`config.mk`:
```
export PLATFORM = sky130hd
export DESIGN_NAME = present_key_sched
export DESIGN_NICKNAME = d
export VERILOG_FILES = /design/src/rtl/present_pkg.sv /design/src/rtl/present_key_step.sv /design/src/rtl/present_key_sched.sv
export SDC_FILE = /design/constraint.sdc
export NUM_CORES = 1
export LEC_CHECK = 0
export ABC_AREA = 1
export CORE_MARGIN = 5
export CORE_UTILIZATION = 59
export CTS_BUF_LIST = sky130_fd_sc_hd__clkbuf_16
export CTS_CLUSTER_DIAMETER = 40
export DETAILED_ROUTE_END_ITERATION = 7
export DONT_BUFFER_PORTS = 1
export PLACE_DENSITY = 0.78
export SYNTH_ARGS = -nofsm -noshare
export SYNTH_HDL_FRONTEND = slang
export SYNTH_HIERARCHICAL = 1
export SYNTH_SLANG_ARGS = --single-unit
```
`constraint.sdc`:
```
create_clock -name i_clk -period 2.06 [get_ports i_clk]
set_input_delay 0.206 -clock i_clk [delete_from_list [all_inputs] [get_ports i_clk]]
set_output_delay 0.206 -clock i_clk [all_outputs]
set_load 0.03 [all_outputs]
```
`src/rtl/present_pkg.sv`:
```
// rtl/present_pkg.sv - shared constants, S-box tables and FSM state type for the PRESENT key schedule
// Purpose: common definitions imported by present_key_step and present_key_sched.
// Contents: RK_W (round-key width), ROT (schedule rotation amount),
//           PRESENT_SBOX / PRESENT_INV_SBOX lookup tables, key_fsm_t states.
package present_pkg;

  localparam int RK_W = 64;
  localparam int ROT  = 61;

  localparam logic [3:0] PRESENT_SBOX [16] = '{
    4'hC, 4'h5, 4'h6, 4'hB, 4'h9, 4'h0, 4'hA, 4'hD,
    4'h3, 4'hE, 4'hF, 4'h8, 4'h4, 4'h7, 4'h1, 4'h2
  };

  localparam logic [3:0] PRESENT_INV_SBOX [16] = '{
    4'h5, 4'hE, 4'hF, 4'h8, 4'hC, 4'h1, 4'h2, 4'hD,
    4'hB, 4'h4, 4'h6, 4'h3, 4'h0, 4'h7, 4'h9, 4'hA
  };

  typedef enum logic [1:0] {
    IDLE = 2'd0,
    PREP = 2'd1,
    EMIT = 2'd2
  } key_fsm_t;

endpackage

```
`src/rtl/present_key_step.sv`:
```
// rtl/present_key_step.sv - one combinational PRESENT key-schedule update, forward or inverse
// Purpose: computes the next key-register value from the current one.
// Ports:
//   i_s   [KEY_W-1:0]  current key register
//   i_c   [4:0]        round counter mixed into the register
//   i_inv              0 = forward update, 1 = exact inverse of the forward update
//   o_s   [KEY_W-1:0]  updated key register
module present_key_step
  import present_pkg::*;
#(
  parameter int KEY_W = 80
) (
  input  logic [KEY_W-1:0] i_s,
  input  logic [4:0]       i_c,
  input  logic             i_inv,
  output logic [KEY_W-1:0] o_s
);

  if (KEY_W != 80 && KEY_W != 128) begin : g_bad_key_w
    $error("present_key_step: KEY_W must be 80 or 128");
  end

  // Counter lands just below the S-boxed region: bits [19:15] or [66:62].
  localparam int XLO = (KEY_W == 128) ? 62 : 15;
  // 128-bit keys substitute the top two nibbles, 80-bit keys only one.
  localparam int NSB = (KEY_W == 128) ? 2 : 1;

  logic [KEY_W-1:0] w_rol;
  logic [KEY_W-1:0] w_fsb;
  logic [KEY_W-1:0] w_fwd;
  logic [KEY_W-1:0] w_ixr;
  logic [KEY_W-1:0] w_isb;
  logic [KEY_W-1:0] w_inv;

  assign w_rol = {i_s[KEY_W-ROT-1:0], i_s[KEY_W-1:KEY_W-ROT]};

  always_comb begin
    w_fsb = w_rol;
    for (int n = 0; n < NSB; n++) begin
      w_fsb[KEY_W-1-4*n -: 4] = PRESENT_SBOX[w_rol[KEY_W-1-4*n -: 4]];
    end
    w_fwd = w_fsb;
    w_fwd[XLO +: 5] = w_fsb[XLO +: 5] ^ i_c;
  end

  // Inverse undoes the forward operations in reverse order.
  always_comb begin
    w_ixr = i_s;
    w_ixr[XLO +: 5] = i_s[XLO +: 5] ^ i_c;
    w_isb = w_ixr;
    for (int n = 0; n < NSB; n++) begin
      w_isb[KEY_W-1-4*n -: 4] = PRESENT_INV_SBOX[w_ixr[KEY_W-1-4*n -: 4]];
    end
  end

  assign w_inv = {w_isb[ROT-1:0], w_isb[KEY_W-1:ROT]};
  assign o_s   = i_inv ? w_inv : w_fwd;

endmodule

```
`src/rtl/present_key_sched.sv`:
```
// rtl/present_key_sched.sv - sequential PRESENT round-key generator, ascending or descending order
// Purpose: loads an 80/128-bit master key and streams round keys K1..K(ROUNDS+1)
//          (encrypt) or K(ROUNDS+1)..K1 (decrypt), one per handshake.
// Ports:
//   i_clk, i_rst          clock, synchronous active-high reset
//   i_key_in, i_dec_mode  master key and direction, sampled on load handshake
//   i_load_valid          load request; o_load_ready high only while idle
//   o_rk, o_rk_idx        current round key and its index
//   o_rk_last             current key is the final one of the schedule
//   o_rk_valid, i_rk_ready round-key handshake
module present_key_sched
  import present_pkg::*;
#(
  parameter int KEY_W  = 80,
  parameter int ROUNDS = 31,
  parameter int IDX_W  = $clog2(ROUNDS + 2)
) (
  input  logic             i_clk,
  input  logic             i_rst,
  input  logic [KEY_W-1:0] i_key_in,
  input  logic             i_dec_mode,
  input  logic             i_load_valid,
  output logic             o_load_ready,
  output logic [RK_W-1:0]  o_rk,
  output logic [IDX_W-1:0] o_rk_idx,
  output logic             o_rk_last,
  output logic             o_rk_valid,
  input  logic             i_rk_ready
);

  if (ROUNDS < 1 || ROUNDS > 31) begin : g_bad_rounds
    $error("present_key_sched: ROUNDS must be in 1..31");
  end

  localparam logic [IDX_W-1:0] LAST_IDX = IDX_W'(ROUNDS + 1);
  localparam logic [IDX_W-1:0] ONE_IDX  = IDX_W'(1);
  localparam logic [4:0]       LAST_C   = 5'(ROUNDS);

  key_fsm_t         r_fsm;
  logic [KEY_W-1:0] r_key;
  logic             r_dec;
  logic [4:0]       r_cnt;
  logic [IDX_W-1:0] r_idx;

  key_fsm_t         w_fsm_nxt;
  logic [KEY_W-1:0] w_key_nxt;
  logic             w_dec_nxt;
  logic [4:0]       w_cnt_nxt;
  logic [IDX_W-1:0] w_idx_nxt;
  logic [4:0]       w_step_c;
  logic             w_step_inv;
  logic [KEY_W-1:0] w_step_s;
  logic             w_last;

  present_key_step #(.KEY_W(KEY_W)) u_step (
    .i_s   (r_key),
    .i_c   (w_step_c),
    .i_inv (w_step_inv),
    .o_s   (w_step_s)
  );

  assign w_last = (r_fsm == EMIT) && (r_dec ? (r_idx == ONE_IDX) : (r_idx == LAST_IDX));

  always_comb begin
    w_fsm_nxt  = r_fsm;
    w_key_nxt  = r_key;
    w_dec_nxt  = r_dec;
    w_cnt_nxt  = r_cnt;
    w_idx_nxt  = r_idx;
    w_step_c   = r_cnt;
    w_step_inv = 1'b0;
    case (r_fsm)
      IDLE: begin
        if (i_load_valid) begin
          w_key_nxt = i_key_in;
          w_dec_nxt = i_dec_mode;
          w_cnt_nxt = 5'd1;
          if (i_dec_mode) begin
            w_fsm_nxt = PREP;
          end else begin
            w_fsm_nxt = EMIT;
            w_idx_nxt = ONE_IDX;
          end
        end
      end
      PREP: begin
        // Walk forward to the final key so decryption can start from it.
        w_key_nxt = w_step_s;
        w_cnt_nxt = r_cnt + 5'd1;
        if (r_cnt == LAST_C) begin
          w_fsm_nxt = EMIT;
          w_idx_nxt = LAST_IDX;
        end
      end
      EMIT: begin
        if (i_rk_ready) begin
          if (w_last) begin
            w_fsm_nxt = IDLE;
          end else if (r_dec) begin
            // K(i) -> K(i-1) undoes the forward step that used counter i-1.
            w_step_c   = 5'(r_idx) - 5'd1;
            w_step_inv = 1'b1;
            w_key_nxt  = w_step_s;
            w_idx_nxt  = r_idx - ONE_IDX;
          end else begin
            w_step_c  = 5'(r_idx);
            w_key_nxt = w_step_s;
            w_idx_nxt = r_idx + ONE_IDX;
          end
        end
      end
      default: w_fsm_nxt = IDLE;
    endcase
  end

  always_ff @(posedge i_clk) begin
    if (i_rst) begin
      r_fsm <= IDLE;
      r_key <= '0;
      r_dec <= 1'b0;
      r_cnt <= '0;
      r_idx <= '0;
    end else begin
      r_fsm <= w_fsm_nxt;
      r_key <= w_key_nxt;
      r_dec <= w_dec_nxt;
      r_cnt <= w_cnt_nxt;
      r_idx <= w_idx_nxt;
    end
  end

  assign o_load_ready = (r_fsm == IDLE);
  assign o_rk_valid   = (r_fsm == EMIT);
  assign o_rk_last    = w_last;
  assign o_rk_idx     = r_idx;
  assign o_rk         = r_key[KEY_W-1 -: RK_W];

endmodule

```
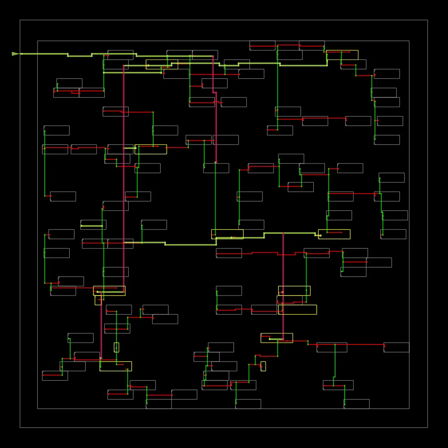
**Above:** clock wiring as the flow saved it.
clock buf count: 9
CTS Buf Count: 9

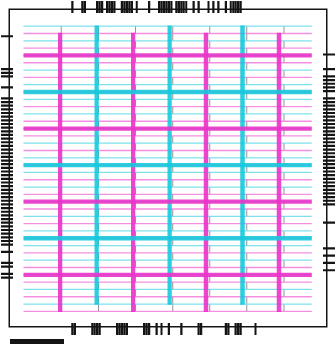
**Above:** power grid.
The bar under the picture is 20 µm long. Pins as bars on the die edge. Tap cells in gray.
legend:
  magenta:
    net: VSS
  cyan:
    net: VDD
met1 rails: 40
tap cells: 143
rows: 39

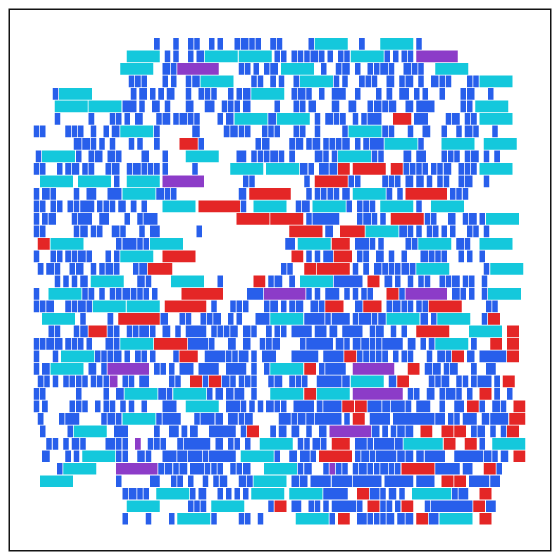
**Above:** placement by cell class.
legend:
  blue:
    class: remaining logic cells
    cells: 924
    share_of_their_area: 59%
  purple:
    class: clock drivers and dummy loads
    cells: 13
    share_of_their_area: 3.6%
  red:
    class: remaining buffers and delay cells
    cells: 79
    share_of_their_area: 12%
  cyan:
    class: registers
    cells: 94
    share_of_their_area: 25%

==> notes.md <==
flow finished, numbers: Die ar. ~0.014 mm², PnR worst setup slack -114 ps, WL/cell around 17 µm, maximum VDD drop 1040 µV, Crit. End Element flop, area grow syn2layout 12.0%, clock network area share 0.0350, GRT met2 Usage 0.388, clock share of power 0.119, largest cells by area after synthesis dfxtp_1 (28%), nand2_1 (23%), nor2_1 (10%), critical path class flop to flop, setup violators final around 65, Root Driver clkbuf_16, outcome finished, violations left, Max Root-Sink Buffers 2, crit path DAT roughly 2400 ps, yosys cell count 1147, crit-path most repeated cell nand2_1, Worst R2R End r_key[43]$_SDFFE_PP0P_, Top reg by flops r_key, placed insts roughly 1200, Seq cells post-synth 94, site row count 39, Reg area roughly 0.0019 mm², hold slack final 62.0 ps, violated checks negative setup slack, buffering overhead 0.119, post-synth top area share 0.276, largest net degree at the start of global routing 82, H-tree lvl count 3, Final Max Tran Viols 0, Placer Congestion slightly above 0.9, Cell Int Power slightly above 0.006 W, busiest grt layer met2, Port Buffers 0, Crit-path slowest cell dfxtp_4, post-layout util 0.672, number of I/O pins 158, met3 GRT Util 0.0836, combinational share of power 0.517
Power figures rest on the tool's default switching activity, not on a simulated workload.
